<file path="config.mk">
export PLATFORM = sky130hd
export DESIGN_NAME = demux16_dist_flat
export DESIGN_NICKNAME = d
export VERILOG_FILES = /design/src/rtl/demux16_dist_if.sv /design/src/rtl/demux16_dist.sv /design/src/flat_wrapper.sv
export SDC_FILE = /design/constraint.sdc
export NUM_CORES = 1
export LEC_CHECK = 0
export ABC_AREA = 1
export CORE_UTILIZATION = 44
export DETAILED_ROUTE_END_ITERATION = 12
export GPL_ROUTABILITY_DRIVEN = 0
export PLACE_DENSITY = 0.95
export REMOVE_ABC_BUFFERS = 1
export SLEW_MARGIN = 20
export SYNTH_ARGS = -nofsm -noshare
export SYNTH_HDL_FRONTEND = slang
export SYNTH_SLANG_ARGS = --single-unit
</file>
<file path="constraint.sdc">
create_clock -name clk -period 2.95 [get_ports clk]
set_input_delay 0.59 -clock clk [delete_from_list [all_inputs] [get_ports clk]]
set_output_delay 0.59 -clock clk [all_outputs]
set_load 0.05 [all_outputs]
</file>
<file path="src/rtl/demux16_dist_if.sv">
// Bundles the handshake signals of demux16_dist.
//   upstream side : in_valid, in_ready, in_sel, in_data
//   downstream    : out_valid[15:0], out_ready[15:0], out_data
//   drop status   : drop_pulse, drop_cnt
//   debug         : state_dbg (0 = EMPTY, 1 = FULL)
// Modports:
//   slave  - the distributor itself
//   master - whatever drives the distributor and consumes its outputs
//
// Valid/ready rule for every channel on this interface: a transfer happens
// on the rising clock edge where valid and ready are both high; valid does
// not depend on ready, and a producer holding valid keeps its data stable
// until that transfer.
interface demux16_dist_if #(
  parameter int DATA_W = 32,
  parameter int CNT_W  = 8
);
  logic              in_valid;
  logic              in_ready;
  logic [3:0]        in_sel;
  logic [DATA_W-1:0] in_data;
  logic [15:0]       out_valid;
  logic [15:0]       out_ready;
  logic [DATA_W-1:0] out_data;
  logic              drop_pulse;
  logic [CNT_W-1:0]  drop_cnt;
  logic              state_dbg;

  modport slave (
    input  in_valid, in_sel, in_data, out_ready,
    output in_ready, out_valid, out_data, drop_pulse, drop_cnt, state_dbg
  );

  modport master (
    output in_valid, in_sel, in_data, out_ready,
    input  in_ready, out_valid, out_data, drop_pulse, drop_cnt, state_dbg
  );
endinterface

</file>
<file path="src/rtl/demux16_dist.sv">
// Registered 1-to-16 distributor. One word plus a 4-bit destination select
// is accepted over a valid/ready handshake, held in an output register and
// presented to exactly one of 16 destination channels. Destination 15 is
// reserved: words sent there are consumed, dropped and counted.
// Ports:
//   clk    - rising-edge clock
//   rst_n  - asynchronous active-low reset
//   bus    - demux16_dist_if.slave: in_valid/in_ready/in_sel/in_data,
//            out_valid[15:0]/out_ready[15:0]/out_data, drop_pulse, drop_cnt,
//            state_dbg
module demux16_dist #(
  parameter int DATA_W = 32,
  parameter int CNT_W  = 8
) (
  input logic           clk,
  input logic           rst_n,
  demux16_dist_if.slave bus
);

  typedef enum logic {
    EMPTY = 1'b0,
    FULL  = 1'b1
  } state_t;

  localparam logic [3:0]       SEL_DROP = 4'd15;
  localparam logic [CNT_W-1:0] CNT_MAX  = {CNT_W{1'b1}};

  state_t            state_q, state_d;
  logic [DATA_W-1:0] data_q, data_d;
  logic [3:0]        sel_q, sel_d;
  logic              drop_pulse_q, drop_pulse_d;
  logic [CNT_W-1:0]  drop_cnt_q, drop_cnt_d;

  logic in_ready;
  logic accept;
  logic complete;
  logic is_drop;

  // Only the ready bit of the held destination matters; while EMPTY the
  // stale sel_q is irrelevant because the EMPTY term already forces ready.
  assign in_ready = (state_q == EMPTY) || bus.out_ready[sel_q];
  assign accept   = bus.in_valid && in_ready;
  assign complete = (state_q == FULL) && bus.out_ready[sel_q];
  assign is_drop  = (bus.in_sel == SEL_DROP);

  always_comb begin
    state_d      = state_q;
    data_d       = data_q;
    sel_d        = sel_q;
    drop_pulse_d = 1'b0;
    drop_cnt_d   = drop_cnt_q;

    if (complete) begin
      state_d = EMPTY;
    end

    // Data/select are only sampled on accept, which requires in_valid, so
    // don't-care values on an idle bus never reach the held registers.
    if (accept) begin
      if (is_drop) begin
        // Accept from FULL implies the held word completes this cycle, so
        // a dropped word always leaves the block EMPTY.
        state_d      = EMPTY;
        drop_pulse_d = 1'b1;
        if (drop_cnt_q != CNT_MAX) begin
          drop_cnt_d = drop_cnt_q + 1'b1;
        end
      end else begin
        state_d = FULL;
        data_d  = bus.in_data;
        sel_d   = bus.in_sel;
      end
    end
  end

  always_ff @(posedge clk or negedge rst_n) begin
    if (!rst_n) begin
      state_q      <= EMPTY;
      data_q       <= '0;
      sel_q        <= '0;
      drop_pulse_q <= 1'b0;
      drop_cnt_q   <= '0;
    end else begin
      state_q      <= state_d;
      data_q       <= data_d;
      sel_q        <= sel_d;
      drop_pulse_q <= drop_pulse_d;
      drop_cnt_q   <= drop_cnt_d;
    end
  end

  // sel_q never holds 15 while FULL, so bit 15 of out_valid stays low.
  assign bus.out_valid  = (state_q == FULL) ? (16'b1 << sel_q) : 16'b0;
  assign bus.out_data   = data_q;
  assign bus.in_ready   = in_ready;
  assign bus.drop_pulse = drop_pulse_q;
  assign bus.drop_cnt   = drop_cnt_q;
  assign bus.state_dbg  = state_q;

endmodule
</file>
<file path="src/flat_wrapper.sv">
// flat-port wrapper written by rule: the top's interface ports become plain ports
module demux16_dist_flat 
#(
  parameter int DATA_W = 32,
  parameter int CNT_W  = 8
)
  (clk, rst_n, bus_in_valid, bus_in_sel, bus_in_data, bus_out_ready, bus_in_ready, bus_out_valid, bus_out_data, bus_drop_pulse, bus_drop_cnt, bus_state_dbg);
  demux16_dist_if #(.DATA_W(DATA_W), .CNT_W(CNT_W)) bus_i ();
  input logic clk;
  input logic rst_n;
  input wire logic [$bits(bus_i.in_valid)-1:0] bus_in_valid;
  input wire logic [$bits(bus_i.in_sel)-1:0] bus_in_sel;
  input wire logic [$bits(bus_i.in_data)-1:0] bus_in_data;
  input wire logic [$bits(bus_i.out_ready)-1:0] bus_out_ready;
  output wire logic [$bits(bus_i.in_ready)-1:0] bus_in_ready;
  output wire logic [$bits(bus_i.out_valid)-1:0] bus_out_valid;
  output wire logic [$bits(bus_i.out_data)-1:0] bus_out_data;
  output wire logic [$bits(bus_i.drop_pulse)-1:0] bus_drop_pulse;
  output wire logic [$bits(bus_i.drop_cnt)-1:0] bus_drop_cnt;
  output wire logic [$bits(bus_i.state_dbg)-1:0] bus_state_dbg;
  assign bus_i.in_valid = bus_in_valid;
  assign bus_i.in_sel = bus_in_sel;
  assign bus_i.in_data = bus_in_data;
  assign bus_i.out_ready = bus_out_ready;
  assign bus_in_ready = bus_i.in_ready;
  assign bus_out_valid = bus_i.out_valid;
  assign bus_out_data = bus_i.out_data;
  assign bus_drop_pulse = bus_i.drop_pulse;
  assign bus_drop_cnt = bus_i.drop_cnt;
  assign bus_state_dbg = bus_i.state_dbg;
  demux16_dist #(.DATA_W(DATA_W), .CNT_W(CNT_W)) u_core (.clk(clk), .rst_n(rst_n), .bus(bus_i));
endmodule
</file>
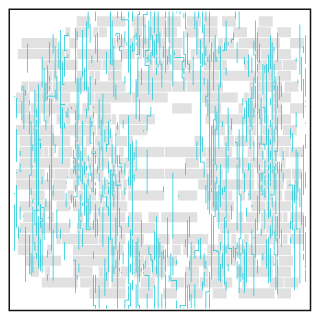
**Above:** run 1 (M2 wires).
(4 px per um)
The wires run mostly vertical. 381 nets have wire on it. The layer carries 3,170 um of wire. The layer holds 50% of the routed length. The longest straight run is 39.8 um.
vias after detailed routing: 2,430
DRT Wirelength: 6.365 mm
GR Util met2: 42.44%

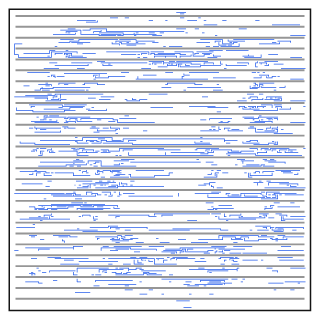
**Above:** run 1 (met1 routing).
(4 px per um) Supply wires on this layer in gray.
The layer holds 41% of the routed length. The layer carries 2,590 um of wire.

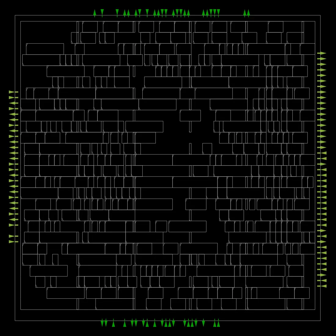
**Above:** run 1 (cell placement).
flop share of the area: 32.07%
core region area: 0.005107 mm2
Filler Cell Count: 410
Tapcell Cnt: 70

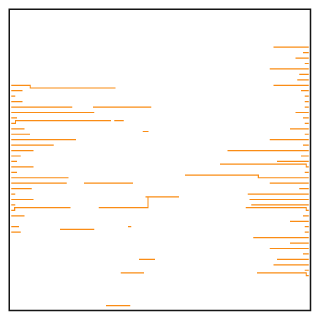
**Above:** run 1 (the metal 3 layer).
(4 px per um)
The layer holds 8.8% of the routed length. The layer carries 559 um of wire.
met3 Use GR: 8.166%

==> impl_metrics.json, run 1 <==
{
  "top_cells_by_count": "nand2_1, dfrtp_1, nand4_1, nor2_1, nand3_1",
  "compound_area_share_pct": 0,
  "fin_area_mm2": 0.003590,
  "worstPathRequired_ns": 2.36,
  "ys_warn_count": 0,
  "synth.most_common_cell": "nand2_1",
  "flop-count": 46,
  "grt_use_total_pct": 23.39,
  "ys_sh_adder_pct": 0.5348,
  "crit_chain": "inv_2 > nor2_1 > nand2_1 > nor2_1 > clkdlybuf4s50_1",
  "cp_num_cells": 5,
  "r2r-end": "u_core.bus.out_data[30]",
  "dp_hpwl_mm": 4.749,
  "grt_pass1_vias": 2298,
  "top_layer": "met4",
  "reg2reg_slack_ns": 0.71,
  "path_buffers": 2,
  "final_antenna_net_count": 0,
  "status": "completed",
  "num_io_pins": 114,
  "final_nets": 468,
  "grt_pass1_wl_mm": 10.06,
  "ff2ff_path_depth": 11,
  "drt-initial-drc-count": 118,
  "netlist_area_mm2": 0.002340,
  "slowest_delay_ns": 0.80,
  "synth_top_area_share_pct": 49.20,
  "synth_cells": 307,
  "drc": 0,
  "yosys_cells": 307,
  "syn2layout_area_growth_pct": 53.42,
  "fin_cells": 483,
  "dieWidth_um": 74.92,
  "wl_met3_um": 559,
  "inverters_excl_clock": 14,
  "dieHeight_um": 74.92,
  "drive_above_1_share_pct": 4.843,
  "crit_family": "buffers and inverters",
  "die-area_mm2": 0.005613,
  "area_share_nonclk_buffers_pct": 32.49,
  "end_kind": "output port",
  "rows": 26,
  "post-route-period-util_pct": 93.96,
  "lay_top_cells": "nand2_1, clkdlybuf4s50_1, dfrtp_1, nand4_1, nor2_1"
}
## Run 2: what changed since run 1
--- a/config.mk
+++ b/config.mk
@@ -11,6 +11,7 @@
 export GPL_ROUTABILITY_DRIVEN = 0
 export PLACE_DENSITY = 0.95
 export REMOVE_ABC_BUFFERS = 1
+export SETUP_SLACK_MARGIN = 0.15
 export SLEW_MARGIN = 20
 export SYNTH_ARGS = -nofsm -noshare
 export SYNTH_HDL_FRONTEND = slang
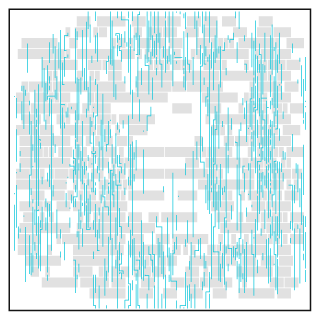
**Above:** run 2 (M2 wires).
(4 px per um)
The layer carries 3,190 um of wire. The longest straight run is 39.8 um. The wires run mostly vertical.

==> impl_metrics.json, run 2 <==
{
  "dieHeight_um": 74.92,
  "drc": 0,
  "ff2ff_path_depth": 11,
  "worstPathRequired_ns": 2.36,
  "compound_area_share_pct": 0,
  "seq_share_pct": 31.91,
  "vias": 2440,
  "dp_hpwl_mm": 4.749,
  "synth_top_area_share_pct": 49.20,
  "crit_family": "buffers and inverters",
  "dieWidth_um": 74.92,
  "grtUsageMet2_pct": 42.44,
  "area_share_nonclk_buffers_pct": 32.81,
  "die-area_mm2": 0.005613,
  "num_io_pins": 114,
  "top_layer": "met4",
  "fillers": 407,
  "lay_top_cells": "nand2_1, clkdlybuf4s50_1, dfrtp_1, nand4_1, nor2_1",
  "end_kind": "output port",
  "status": "completed",
  "grt_pass1_vias": 2298,
  "final_antenna_net_count": 0,
  "reg2reg_slack_ns": 0.71,
  "drt-initial-drc-count": 118,
  "ys_sh_adder_pct": 0.5348,
  "ys_warn_count": 0,
  "rows": 26,
  "fin_area_mm2": 0.003607,
  "netlist_area_mm2": 0.002340,
  "cp_num_cells": 5,
  "grt_pass1_wl_mm": 10.06,
  "final_nets": 468,
  "synth.most_common_cell": "nand2_1",
  "grtUsageMet3_pct": 8.166
}
## Run 3: what changed since run 2
--- a/config.mk
+++ b/config.mk
@@ -6,6 +6,9 @@
 export NUM_CORES = 1
 export LEC_CHECK = 0
 export ABC_AREA = 1
+export ABC_CLOCK_PERIOD_IN_PS = 2950
+export CORE_ASPECT_RATIO = 0.5
+export CORE_MARGIN = 1
 export CORE_UTILIZATION = 44
 export DETAILED_ROUTE_END_ITERATION = 12
 export GPL_ROUTABILITY_DRIVEN = 0
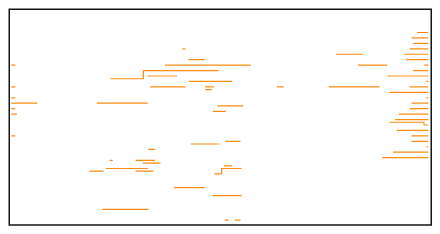
**Above:** run 3 (the metal 3 layer).
(4 px per um)
The longest straight run is 21.2 um. The wires run mostly horizontal. 54 nets have wire on it.
met3 Use GR: 4.116%
DRT Wirelength: 6.862 mm
vias after detailed routing: 2,498

==> impl_metrics.json, run 3 <==
{
  "die-area_mm2": 0.005631,
  "fillers": 375,
  "compound_area_share_pct": 0,
  "cp_num_cells": 5,
  "yosys_cells": 307,
  "path_buffers": 2,
  "drive_above_1_share_pct": 4.380,
  "dieWidth_um": 105.1,
  "core_mm2": 0.005022,
  "synth.most_common_cell": "nand2_1",
  "grtUsageMet2_pct": 43.71,
  "tap_cells": 70,
  "worstPathRequired_ns": 2.36,
  "wl_met3_um": 340,
  "rows": 18,
  "status": "completed",
  "seq_share_pct": 32.04,
  "area_share_nonclk_buffers_pct": 32.92,
  "flop-count": 46,
  "ys_sh_adder_pct": 0.5348,
  "grt_pass1_vias": 2255,
  "final_nets": 466,
  "grt_pass1_wl_mm": 10.61,
  "dp_hpwl_mm": 4.678,
  "dieHeight_um": 53.57,
  "final_antenna_net_count": 0,
  "grt_use_total_pct": 24.57,
  "crit_family": "buffers and inverters",
  "fin_area_mm2": 0.003592
}
